### config.mk
export PLATFORM = sky130hd
export DESIGN_NAME = data_mem_responder
export DESIGN_NICKNAME = d
export VERILOG_FILES = /design/src/rtl/data_mem_responder.sv
export SDC_FILE = /design/constraint.sdc
export NUM_CORES = 2
export LEC_CHECK = 0
export CAP_MARGIN = 20
export CORE_MARGIN = 10
export CORE_UTILIZATION = 65
export CTS_BUF_LIST = sky130_fd_sc_hd__clkbuf_4
export CTS_CLUSTER_DIAMETER = 80
export DETAILED_ROUTE_END_ITERATION = 7
export PLACE_DENSITY = 0.81
export SYNTH_ARGS = -nofsm -noshare
export SYNTH_HDL_FRONTEND = slang
export SYNTH_SLANG_ARGS = --single-unit
### constraint.sdc
create_clock -name clock -period 8.4 [get_ports clock]
set_clock_uncertainty 0.1 [all_clocks]
set_input_delay 1.68 -clock clock [delete_from_list [all_inputs] [get_ports clock]]
set_output_delay 1.68 -clock clock [all_outputs]
set_load 0.02 [all_outputs]
### src/rtl/data_mem_responder.sv
// Word-addressed 16-bit data memory answering one load/store request at a time
// after a fixed wait of LATENCY cycles, flagging misaligned and out-of-range accesses.
module data_mem_responder #(
   parameter int DEPTH   = 256,
   parameter int LATENCY = 2
) (
   input  logic        clock,
   input  logic        reset_n,
   input  logic        req_valid,
   output logic        req_ready,
   input  logic        req_write,
   input  logic [15:0] req_addr,
   input  logic [15:0] req_wdata,
   output logic        rsp_valid,
   input  logic        rsp_ready,
   output logic [15:0] rsp_rdata,
   output logic        rsp_err
);

   localparam int         IDX_W  = (DEPTH > 1) ? $clog2(DEPTH) : 1;
   localparam logic [3:0] LAT_M1 = (LATENCY > 0) ? 4'(LATENCY - 1) : 4'd0;

   typedef enum logic [1:0] {
      IDLE = 2'd0,
      WAIT = 2'd1,
      RESP = 2'd2
   } state_t;

   state_t             state_r;
   logic [3:0]         cnt_r;
   logic               write_r;
   logic [15:0]        addr_r;
   logic [15:0]        wdata_r;
   logic               req_ready_r;
   logic               rsp_valid_r;
   logic               rsp_err_r;
   logic [15:0]        rsp_rdata_r;
   logic [15:0]        mem_r [DEPTH];

   logic               accept_s;
   logic               enter_resp_s;
   logic               acc_write_s;
   logic [15:0]        acc_addr_s;
   logic [15:0]        acc_wdata_s;
   logic               acc_err_s;
   logic [IDX_W-1:0]   acc_idx_s;
   logic               commit_s;
   logic [15:0]        rd_data_s;

   // Select the request being resolved: live inputs only when entering RESP straight from IDLE.
   always_comb begin
      accept_s     = req_valid && req_ready_r;
      enter_resp_s = 1'b0;
      acc_write_s  = write_r;
      acc_addr_s   = addr_r;
      acc_wdata_s  = wdata_r;
      case (state_r)
         IDLE: begin
            enter_resp_s = accept_s && (LATENCY == 0);
            acc_write_s  = req_write;
            acc_addr_s   = req_addr;
            acc_wdata_s  = req_wdata;
         end
         WAIT:    enter_resp_s = (cnt_r == 4'd0);
         default: enter_resp_s = 1'b0;
      endcase
      // No wrap-around: any word index at or beyond DEPTH is an error.
      acc_err_s = acc_addr_s[0] || ({17'd0, acc_addr_s[15:1]} >= 32'(DEPTH));
      acc_idx_s = acc_addr_s[IDX_W:1];
      commit_s  = enter_resp_s && acc_write_s && !acc_err_s;
      rd_data_s = (acc_write_s || acc_err_s) ? 16'd0 : mem_r[acc_idx_s];
   end

   // Store commit on the edge entering RESP; contents are never cleared by reset.
   always_ff @(posedge clock) begin
      if (reset_n && commit_s) begin
         mem_r[acc_idx_s] <= acc_wdata_s;
      end
   end

   // Request/response state machine with registered handshake and response outputs.
   always_ff @(posedge clock) begin
      if (!reset_n) begin
         state_r     <= IDLE;
         cnt_r       <= 4'd0;
         write_r     <= 1'b0;
         addr_r      <= 16'd0;
         wdata_r     <= 16'd0;
         req_ready_r <= 1'b1;
         rsp_valid_r <= 1'b0;
         rsp_rdata_r <= 16'd0;
         rsp_err_r   <= 1'b0;
      end else begin
         case (state_r)
            IDLE: begin
               if (accept_s) begin
                  write_r     <= req_write;
                  addr_r      <= req_addr;
                  wdata_r     <= req_wdata;
                  req_ready_r <= 1'b0;
                  if (enter_resp_s) begin
                     state_r     <= RESP;
                     rsp_valid_r <= 1'b1;
                     rsp_rdata_r <= rd_data_s;
                     rsp_err_r   <= acc_err_s;
                  end else begin
                     state_r <= WAIT;
                     cnt_r   <= LAT_M1;
                  end
               end
            end
            WAIT: begin
               if (enter_resp_s) begin
                  state_r     <= RESP;
                  rsp_valid_r <= 1'b1;
                  rsp_rdata_r <= rd_data_s;
                  rsp_err_r   <= acc_err_s;
               end else begin
                  cnt_r <= cnt_r - 4'd1;
               end
            end
            RESP: begin
               if (rsp_ready) begin
                  state_r     <= IDLE;
                  req_ready_r <= 1'b1;
                  rsp_valid_r <= 1'b0;
                  rsp_rdata_r <= 16'd0;
                  rsp_err_r   <= 1'b0;
               end
            end
            default: begin
               state_r     <= IDLE;
               cnt_r       <= 4'd0;
               req_ready_r <= 1'b1;
               rsp_valid_r <= 1'b0;
               rsp_rdata_r <= 16'd0;
               rsp_err_r   <= 1'b0;
            end
         endcase
      end
   end

   assign req_ready = req_ready_r;
   assign rsp_valid = rsp_valid_r;
   assign rsp_rdata = rsp_rdata_r;
   assign rsp_err   = rsp_err_r;

endmodule

met1.png
Cells faint in the background.
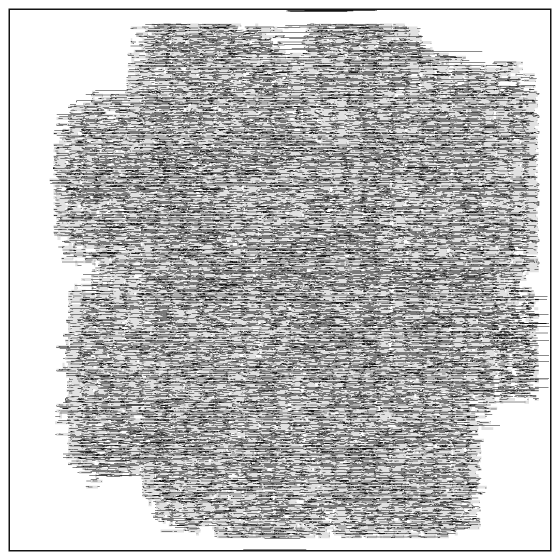
- wire length on this layer: 136 mm
- nets with wire on the layer: 9,303
- share of all routed wire: 31%
- main direction: horizontal
- longest straight run: 105 um

met2.png
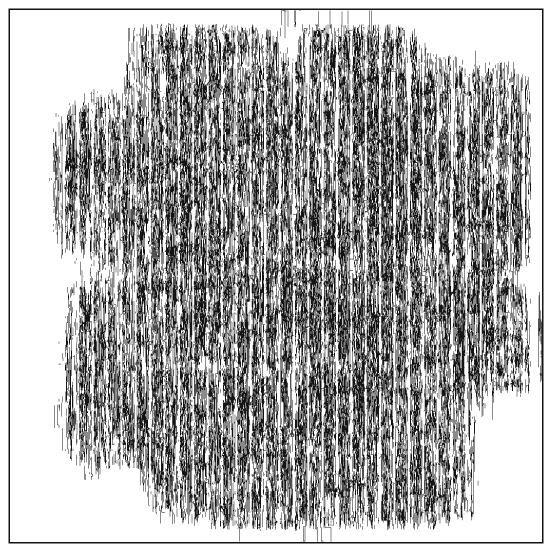
- main direction: vertical
- longest straight run: 121 um
- nets with wire on the layer: 8,463

==> results.py <==
# Synthesis and PnR figures
metrics = {
    "cts": {
        "cts.sink_count": 4154,
        "post_cts_buffers": 0,
        "clock_path_buffers": 4,
        "htreeDepth": 6,
        "worstSkewPairLatency_ps": 1580,
    },
    "die": {
        "fp.dieH_um": 502.2,
        "row_count": 176,
        "ioPinCount": 56,
        "design.core.area_mm2": 0.2306,
    },
    "yosys": {
        "simple_gate_area_share_pct": 1.529,
        "syn-cell-area_mm2": 0.1511,
        "synth.yosys.num_cells": 8836,
        "netlist_logic_family_top": "AND-OR/OR-AND gates",
        "yosysWarningCount": 0,
        "netlist.top_cell.by_area": "edfxtp_1",
        "yosysMostFrequentCell": "edfxtp_1",
        "synth_area_leaders": "edfxtp_1, o22ai_1, o21ai_0",
        "synthesis.area_per_instance_um2": 17.10,
        "yosysChipArea_mm2": 0.1511,
        "ys_sh_xor_pct": 0,
        "top_cell_area_share_pct": 81.40,
        "floorplan.nets": 8875,
        "async_reset_ff_share_pct": 0,
    },
    "finish": {
        "layout_top_cells_excl_fill_tap": "edfxtp_1, o22ai_1, clkbuf_4, o21ai_0, buf_4",
        "drive_above_1_share_pct": 19.32,
        "area_growth_syn_to_layout_pct": 11.50,
        "final_cell_area_mm2": 0.1685,
        "num-fill-cells": 12250,
    },
    "detailed_routing": {
        "met3WireLength_um": 73960,
        "drc": 6,
        "drtAntennaViolNets": 0,
        "vias": 97010,
        "number_of_detailed_route_iterations_in_the_first_pass": 8,
        "avgViaCountPerCell": 7.265,
        "routed.top_layer": "met5",
        "wl_met1_um": 135800,
    },
    "worst_setup_path": {
        "r2r.worst_path.cells": 11,
        "timing.critical_path.from": "state_r[0]$_SDFFE_PN0P_",
        "critical_path_arrival_ps": 7410,
        "timing.critical_path.max_delay_family": "simple AND/OR/NAND/NOR gates",
        "worstSetupPathType": "flop to flop",
        "r2r-start": "state_r[0]$_SDFFE_PN0P_",
        "cp_num_cells": 11,
        "buffer_and_inverter_count_on_the_worst_path": 2,
        "endpoint_required_time_on_the_critical_path_ps": 9790,
        "cp-endpoint": "rsp_rdata[2]$_SDFFE_PN0P_",
        "crit_path_end_kind": "flop",
        "max_stage_delay_ps": 990,
        "crit_chain": "or2_1, mux2_8, buf_4, buf_4, o22ai_1, o21ai_0, a41oi_1, nor4_1, o22a_1, nand3_1, o21ai_1",
        "cp_common_cell": "buf_4",
    },
    "global_route": {
        "grt_pass1_vias": 94660,
        "globalRouteMet2Util_pct": 49.22,
        "grtUsageTotal_pct": 33.42,
        "grt-ovfl-total": 0,
        "grt_start_max_net_pins": 205,
        "met1_usage_pct": 43.01,
    },
    "sta": {
        "setup_tns_ps": 0,
        "finalWorstPathRequiredPeriod_ps": 6020,
        "maxSlewViolCount": 0,
        "max_clock_freq_ghz": 0.1661,
        "slew_margin_rel_pct": 17.50,
        "report.final.hold_viol_count": 0,
    },
    "power": {
        "leakage_nw": 52.17,
        "cellPowerDensity_mw_per_mm2": 259.0,
        "power.total_w": 0.04363,
        "seq_power_share_pct": 53.7,
        "power_internal_w": 0.03231,
    },
    "worst_hold_path": {
        "worst_hold_path_type": "flop to flop",
        "hold-path-cell-count": 2,
        "min_to": "rsp_rdata[12]$_SDFFE_PN0P_",
    },
    "flow_run": {
        "warnings": 101,
        "maxCapViolations": 0,
    },
    "outcome": {
        "status": "complete, but fails checks",
        "failed_checks": "design-rule violations",
    },
    "placed_design": {
        "post_dp_cell_area_mm2": 0.1566,
        "port_buffers": 55,
    },
}
worst reg2reg max path, delay by kind of cell (launching register included):
family	cells	cell delay (ps)
compound gates	5	1570
buf+inv	2	1050
flops	1	600
mux	1	840
simple gates	3	1780
sequential cells by signal (all words and copies together), names as in the netlist:
| register | flops |
|---|---|
| state_r | 2 |
| rsp_rdata | 16 |
| rsp_valid | 1 |
| addr_r | 16 |
| wdata_r | 16 |
| rsp_err | 1 |
| write_r | 1 |
| cnt_r | 4 |
| req_ready | 1 |
| mem_r | 4096 |
kinds of logic (layout without fill, tap and decap cells):
kind of cell,Yosys count,in the layout
other cells,0,26
compound gates,3453,3453
flops,4154,4154
simple gates,541,541
fa+ha+maj,2,2
mux,7,7
buf+inv,679,2144
power by group through the flow:
stage / sequential (W) / clock [W] / combinational, W
2_1_floorplan: 0.0241 / 0 / 0.00245
3_3_place_gp: 0.0239 / 0 / 0.00424
3_5_place_dp: 0.0239 / 0 / 0.00442
4_1_cts: 0.0234 / 0.0155 / 0.00445
5_1_grt: 0.0234 / 0.0165 / 0.00478
6_report: 0.0234 / 0.0155 / 0.00471
per-stage QoR:
step           hold slack (ps)  instances  util, %
3_3_place_gp             334.9      11670    67.83
5_1_grt                  377.4      13330    73.06
3_5_place_dp             351.0      11680    67.91
4_1_cts                  362.9      13320    73.00
2_1_floorplan            342.8       8836        -
6_report                 357.4      13350    73.08
final cells by class:
cell class	count	share of cell area, %
sequential	4154	73.69
multi-input combinational	4003	14.28
clock buffer	1403	6.251
timing repair buffer	497	2.765
tap	3026	2.247
clock inverter	237	0.7122
antenna	26	0.03862
inverter	7	0.01559
Power figures rest on the tool's default switching activity, not on a simulated workload.
